===== src/rtl/sram_ctrl_defs.sv =====
// Shared definitions for the single-port SRAM request controller.
// Controller state encoding and address width helper.
package sram_ctrl_defs;

    typedef enum logic {
        ST_INIT = 1'b0,
        ST_RUN  = 1'b1
    } ctrl_state_t;

    function automatic int addr_bits(input int depth);
        return (depth > 1) ? $clog2(depth) : 1;
    endfunction

endpackage


===== src/rtl/sram_rsp_fifo.sv =====
// Response FIFO with a registered head word and empty flag.
// Capacity is DEPTH words; the caller guarantees no push when full.
module sram_rsp_fifo #(
    parameter int WIDTH = 8,
    parameter int DEPTH = 4
) (
    input  logic             clk,
    input  logic             rst_n,
    input  logic             push_i,
    input  logic [WIDTH-1:0] wdata_i,
    input  logic             pop_i,
    output logic [WIDTH-1:0] rdata_o,
    output logic             empty_o
);
    localparam int PW = (DEPTH > 1) ? $clog2(DEPTH) : 1;
    localparam int CW = $clog2(DEPTH + 1);
    localparam logic [PW-1:0] LAST = PW'(DEPTH - 1);

    logic [WIDTH-1:0] mem_q [DEPTH];
    logic [PW-1:0]    wptr_q, rptr_q, rptr_d;
    logic [CW-1:0]    cnt_q, cnt_d;
    logic [WIDTH-1:0] head_q, head_d;
    logic             valid_q;
    logic             pop_ok;

    function automatic logic [PW-1:0] wrap_inc(input logic [PW-1:0] p);
        return (p == LAST) ? '0 : p + 1'b1;
    endfunction

    assign pop_ok  = pop_i & valid_q;
    assign rdata_o = head_q;
    assign empty_o = ~valid_q;

    // Next head word: bypass the pushed word when it becomes the head
    always_comb begin
        cnt_d  = cnt_q + CW'(push_i) - CW'(pop_ok);
        rptr_d = pop_ok ? wrap_inc(rptr_q) : rptr_q;
        head_d = head_q;
        if (cnt_d != '0) begin
            if (cnt_q == '0 || (pop_ok && cnt_q == CW'(1)))
                head_d = wdata_i;
            else
                head_d = mem_q[rptr_d];
        end
    end

    // Storage array, no reset needed
    always_ff @(posedge clk) begin
        if (push_i) mem_q[wptr_q] <= wdata_i;
    end

    // Pointers, occupancy and registered head
    always_ff @(posedge clk or negedge rst_n) begin
        if (!rst_n) begin
            wptr_q  <= '0;
            rptr_q  <= '0;
            cnt_q   <= '0;
            head_q  <= '0;
            valid_q <= 1'b0;
        end else begin
            if (push_i) wptr_q <= wrap_inc(wptr_q);
            rptr_q  <= rptr_d;
            cnt_q   <= cnt_d;
            head_q  <= head_d;
            valid_q <= (cnt_d != '0);
        end
    end

endmodule


===== src/rtl/sram_1rw_req_ctrl.sv =====
// Valid/ready request front end for a 1-cycle-latency single-port SRAM.
// Optional power-on fill sweep enabled by SRAM_CTRL_INIT_EN.
module sram_1rw_req_ctrl
    import sram_ctrl_defs::*;
#(
    parameter int                    DATA_WIDTH = 8,
    parameter int                    DATA_DEPTH = 1024,
    parameter int                    RSP_DEPTH  = 4,
    parameter logic [DATA_WIDTH-1:0] INIT_VALUE = '0,
    parameter int                    ADDR_WIDTH = addr_bits(DATA_DEPTH)
) (
    input  logic                  clk,
    input  logic                  rst_n,
    input  logic                  req_valid,
    output logic                  req_ready,
    input  logic                  req_we,
    input  logic [ADDR_WIDTH-1:0] req_addr,
    input  logic [DATA_WIDTH-1:0] req_wdata,
    output logic                  rsp_valid,
    input  logic                  rsp_ready,
    output logic [DATA_WIDTH-1:0] rsp_rdata,
    output logic                  sram_ce,
    output logic                  sram_we,
    output logic [ADDR_WIDTH-1:0] sram_addr,
    output logic [DATA_WIDTH-1:0] sram_dataw,
    input  logic [DATA_WIDTH-1:0] sram_datar,
    output logic                  init_done
);
    localparam int CW = $clog2(RSP_DEPTH + 1);
    localparam logic [CW-1:0] CRED_MAX = CW'(RSP_DEPTH);

    logic          run;
    logic          rd_acc;
    logic          rsp_pop;
    logic          fifo_empty;
    logic          infl_q;
    logic [CW-1:0] cred_q, cred_d;

    // Reads stall on credits only; writes flow whenever running
    assign req_ready = run & (req_we | (cred_q < CRED_MAX));
    assign rd_acc    = req_valid & req_ready & ~req_we;
    assign rsp_valid = ~fifo_empty;
    assign rsp_pop   = rsp_valid & rsp_ready;
    assign cred_d    = cred_q + CW'(rd_acc) - CW'(rsp_pop);

    // Credits cover in-flight plus queued reads
    always_ff @(posedge clk or negedge rst_n) begin
        if (!rst_n) begin
            cred_q <= '0;
            infl_q <= 1'b0;
        end else begin
            cred_q <= cred_d;
            infl_q <= rd_acc;
        end
    end

    sram_rsp_fifo #(
        .WIDTH (DATA_WIDTH),
        .DEPTH (RSP_DEPTH)
    ) u_fifo (
        .clk     (clk),
        .rst_n   (rst_n),
        .push_i  (infl_q),
        .wdata_i (sram_datar),
        .pop_i   (rsp_pop),
        .rdata_o (rsp_rdata),
        .empty_o (fifo_empty)
    );

`ifdef SRAM_CTRL_INIT_EN
    localparam logic [ADDR_WIDTH-1:0] LAST_ADDR = ADDR_WIDTH'(DATA_DEPTH - 1);

    ctrl_state_t           state_q;
    logic [ADDR_WIDTH-1:0] init_cnt_q;

    // Fill sweep: one INIT_VALUE write per cycle, then hand over to RUN
    always_ff @(posedge clk or negedge rst_n) begin
        if (!rst_n) begin
            state_q    <= ST_INIT;
            init_cnt_q <= '0;
        end else if (state_q == ST_INIT) begin
            if (init_cnt_q == LAST_ADDR) begin
                state_q    <= ST_RUN;
                init_cnt_q <= '0;
            end else begin
                init_cnt_q <= init_cnt_q + 1'b1;
            end
        end
    end

    assign run        = (state_q == ST_RUN);
    assign init_done  = run;
    assign sram_ce    = run ? (req_valid & req_ready) : 1'b1;
    assign sram_we    = run ? req_we : 1'b1;
    assign sram_addr  = run ? req_addr : init_cnt_q;
    assign sram_dataw = run ? req_wdata : INIT_VALUE;
`else
    logic live_q;
    logic unused_init;

    // Hold requests off until the first clock after reset release
    always_ff @(posedge clk or negedge rst_n) begin
        if (!rst_n) live_q <= 1'b0;
        else        live_q <= 1'b1;
    end

    assign unused_init = ^INIT_VALUE;
    assign run         = live_q;
    assign init_done   = 1'b1;
    assign sram_ce     = req_valid & req_ready;
    assign sram_we     = req_we;
    assign sram_addr   = req_addr;
    assign sram_dataw  = req_wdata;
`endif

endmodule

===== config.mk =====
export PLATFORM = sky130hd
export DESIGN_NAME = sram_1rw_req_ctrl
export DESIGN_NICKNAME = d
export VERILOG_FILES = /design/src/rtl/sram_ctrl_defs.sv /design/src/rtl/sram_rsp_fifo.sv /design/src/rtl/sram_1rw_req_ctrl.sv
export SDC_FILE = /design/constraint.sdc
export NUM_CORES = 1
export LEC_CHECK = 0
export ABC_AREA = 1
export CAP_MARGIN = 25
export CELL_PAD_IN_SITES_DETAIL_PLACEMENT = 1
export CELL_PAD_IN_SITES_GLOBAL_PLACEMENT = 2
export CORE_AREA = 2 2 97 99
export DETAILED_ROUTE_END_ITERATION = 8
export DIE_AREA = 0 0 99 101
export PLACE_DENSITY_LB_ADDON = 0.12
export SETUP_SLACK_MARGIN = 0.15
export SYNTH_ARGS = -nofsm -noshare
export SYNTH_HDL_FRONTEND = slang
export SYNTH_SLANG_ARGS = --single-unit

===== constraint.sdc =====
create_clock -name clk -period 2.9 [get_ports clk]
set_clock_uncertainty 0.05 [all_clocks]
set_input_delay 0.435 -clock clk [delete_from_list [all_inputs] [get_ports clk]]
set_output_delay 0.435 -clock clk [all_outputs]
set_load 0.03 [all_outputs]

Met1 routing:
Supply wires on this layer in gray.
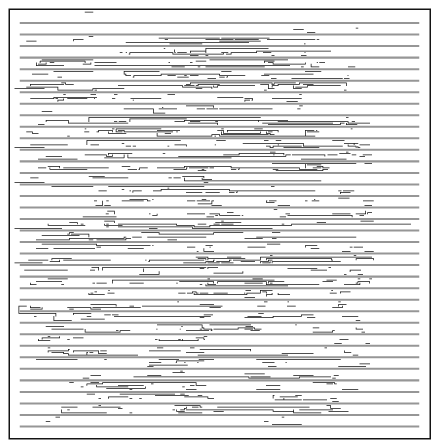
wire length on this layer: 3130 µm
share of all routed wire: 52%

Signal wires on met2:
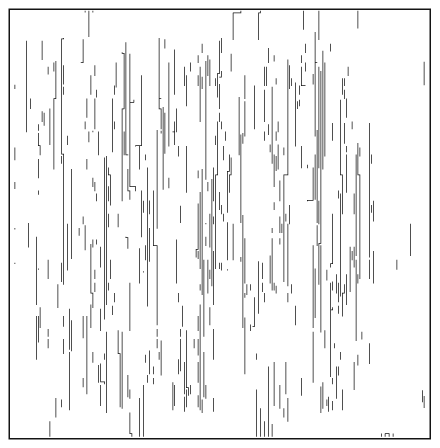
nets with wire on the layer: 247
main direction: vertical
wire length on this layer: 2710 µm
share of all routed wire: 45%

M3 wires:
Scale bar: 20 µm. Cells faint in the background.
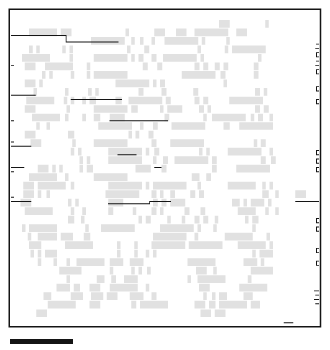
wire length on this layer: 172 µm
share of all routed wire: 2.8%

==> run summary <==
The implementation run finished. The area growth from synthesis to layout is 11.67%. Per STA, the library cell used most along the worst path is clkdlybuf4s50_1. STA shows the worst reg2reg path with a cell count of 10. For this run, the leading register cell type out of synthesis is edfxtp_1. The register with the most flip-flops in the final layout is u_fifo.mem_q. Length of the first detailed-routing pass in iterations landed at 4. In this run the horizontal extent of the chip is 99 µm. STA classifies the critical path startpoint as an input port.

Counting along the longest clock path gives a buffer depth of 2. Ratio of cells with drive above 1 in the final layout landed at 0.1096. Number of setup buffers added after CTS landed at 0. Max fanout on the critical path was recorded as 2. The final timing report lists a hold violation count of 0. Per the OpenROAD floorplan log, the area of the die is 0.009999 mm². Per STA, the startpoint of the critical path is req_we. Switching component of the power landed at 1.289 mW. The largest total area in the synthesized netlist belongs to edfxtp_1.

Number of vias after detailed routing landed at 1754. Fraction of area in registers landed at 0.4927. DRC violation total after the first TritonRoute iteration landed at 85. Overall power consumption after layout is estimated at 2.956 mW. Looking at the reg2reg group, the worst path ends at u_fifo.rdata_o[1]$_DFFE_PN0P_. Mux contribution to synthesized area landed at 0. The register with the most flip-flops in the layout has 32 of them. For this run, the slowest stage of the critical path takes 0.67 ns. The tree is rooted in a clkbuf_8. Time the worst path needs with I/O delays and setup landed at 2.495 ns. Per report_power, the top consumer among the power groups is combinational cells.

Number of slew-limit violations in the final report landed at 0. The finished design was reported to have a net count of 332. Placer's final routability congestion estimate landed at 0.6689.

Per the timing report, the most critical flop-to-flop path originates at u_fifo.valid_q$_DFF_PN0_. Sum of negative setup slack landed at 0 ns. Hold timing on the final database bottoms out at a slack of 0.4233 ns. TritonCTS built the clock tree. By instance count, the leading cell after synthesis is inv_1. Wire length on met1 landed at 3134 µm.

Total congestion overflow landed at 0. The synthesized netlist contains 25 unique library cells. The flow ran to the end, and the final reports show no timing, DRC or antenna violations.

Summing all flip-flop and latch instances after layout gives 0.001486 mm². Cell area after layout landed at 0.003017 mm². Clock-pin slew of the registers on the worst-case setup and hold paths landed at 0.10 ns.

Minimum setup slack in the final design landed at 0.4052 ns. Design internal power landed at 1.667 mW. Count of placed standard cells including taps landed at 395. Counting flops and latches in the post-synthesis netlist gives 53. Of the combinational cells, the family taking the most area is simple AND/OR/NAND/NOR gates. Across every metal layer, demand over resource in global routing totals 0.1316. Buffers inserted to repair hold after CTS numbered 0. Following the worst setup path forward leads to its endpoint at sram_ce. Routing usage on met3 landed at 0.02635. The first global-routing pass estimated 9998 µm of wire. For this run, design rule violations remaining after detail routing come to 0. Per STA, the worst path accumulates the most delay in the family buffers and inverters. Entering global routing, the biggest net connects 22 pins.

Post-CTS repair ended up resizing 0 cells. The final antenna diode tally reported by the flow is 0. Measured on the finished design, the core utilization comes to 0.3360. Area share of and-or/or-and cells after synthesis landed at 0.01853. In this run, the synthesized area fraction spent on and/or/nand/nor cells is recorded as 0.2214. Leaving out filler cells and counting taps, the final layout contains 403. In the finished design the tool counted flip-flops and latches totalling 53. In this run the cell area measured after placement is 0.002934 mm². Dividing the final minimum period by the clock period gives 0.8603.

Yosys reports a chip area of 0.002701 mm². Note that the worst hold path type here is in -> async. Sorting the synthesized cells by area gives the leading types as edfxtp_1 (36%), dfrtp_1 (19%), nand3_1 (8.9%), inv_1 (7.8%), nand2_1 (7.5%). Height of the die landed at 101 µm.

Portion of the post-synthesis area used by sequential elements landed at 0.5503. Per the detail_route log, the uppermost layer with routed signals is met4. The top cell types in the final layout, fill and taps aside, are inv_1 (56), nand2_1 (54), nand3_1 (48). Of the total power, combinational logic draws 0.496. According to the I/O placement log, the pin count is 62. On the critical path, the stage with the largest delay is an instance of clkdlybuf4s50_1. Worst slack at placement landed at 0.1109 ns. Register-to-register path setup slack landed at 0.67 ns.

Per the run summary, max-cap violations total 0. Power in combinational cells landed at 1.47 mW. Clock group power landed at 0.411 mW. Ratio of routed vias to standard cells landed at 4.352.

Data required time at the worst endpoint landed at 2.41 ns. The routed design uses 2710 µm of met2 wire. After global routing, the most crowded layer is met2. Total of clock buffers placed in the layout landed at 6. Timing-limited maximum frequency landed at 0.4008 GHz. The initial utilization of the core area, before any placement, comes to 0.3009. Core area landed at 0.008977 mm². For this run, global-route usage on met2 was measured as 0.2053. Post-detailed-placement half-perimeter wirelength landed at 4189 µm. Share of final layout cell area taken by clock buffers and inverters landed at 0.02737.

Static leakage landed at 1.437 nW. Adder-cell share of the synthesized area landed at 0.05188. Final setup violation count landed at 0. In the synthesized netlist, the number of instances is 278. The share of synthesized area in the top cell type comes to 0.3557. After synthesis, the share of flip-flops with an asynchronous set or reset is 0.3962. Area share of xor/xnor cells in the synthesized design landed at 0.006484. Average wire per standard cell landed at 15.09 µm. Setup repair after global routing left no endpoint under its margin.

Area taken by multi-input logic gates landed at 813.3 µm². The flow inserted 111 tap cells. Warnings raised by the tools during the run amount to 29. In this run the remaining antenna-violating nets after routing total 0. For reference, the placement row count at floorplan is 35. The H-tree generated during clock tree synthesis spans 2 levels. The number of global-route vias before repair was 1862. Part of the total power dissipated in the clock network landed at 0.139. Number of logic gates landed at 143. Counting the inverters off the clock network in the layout gives 60. The worst setup path is captured at a primary output. Non-clock buffer share of cell area landed at 0.08959. Cell depth of the worst setup path landed at 5. Met1 global-route usage landed at 0.1873. In this run the mean area of a mapped cell was 9.717 µm². Highest ir drop seen on vdd landed at 0.4535 mV. Counting flops with a built-in enable in the synthesized netlist gives 32. Total power normalized to cell area comes to 980.0 mW/mm². Total wirelength of the detailed-routed design landed at 6083 µm. The script computed the net switching share of total power as 0.4361. Area of the mapped netlist landed at 0.002701 mm². The number of cells reported by Yosys stat comes to 278.

Counting the warning lines in the Yosys log gives 0. Combinational share of cell area landed at 0.2696.
No activity file was given, so power comes from the tool's default toggle rates.
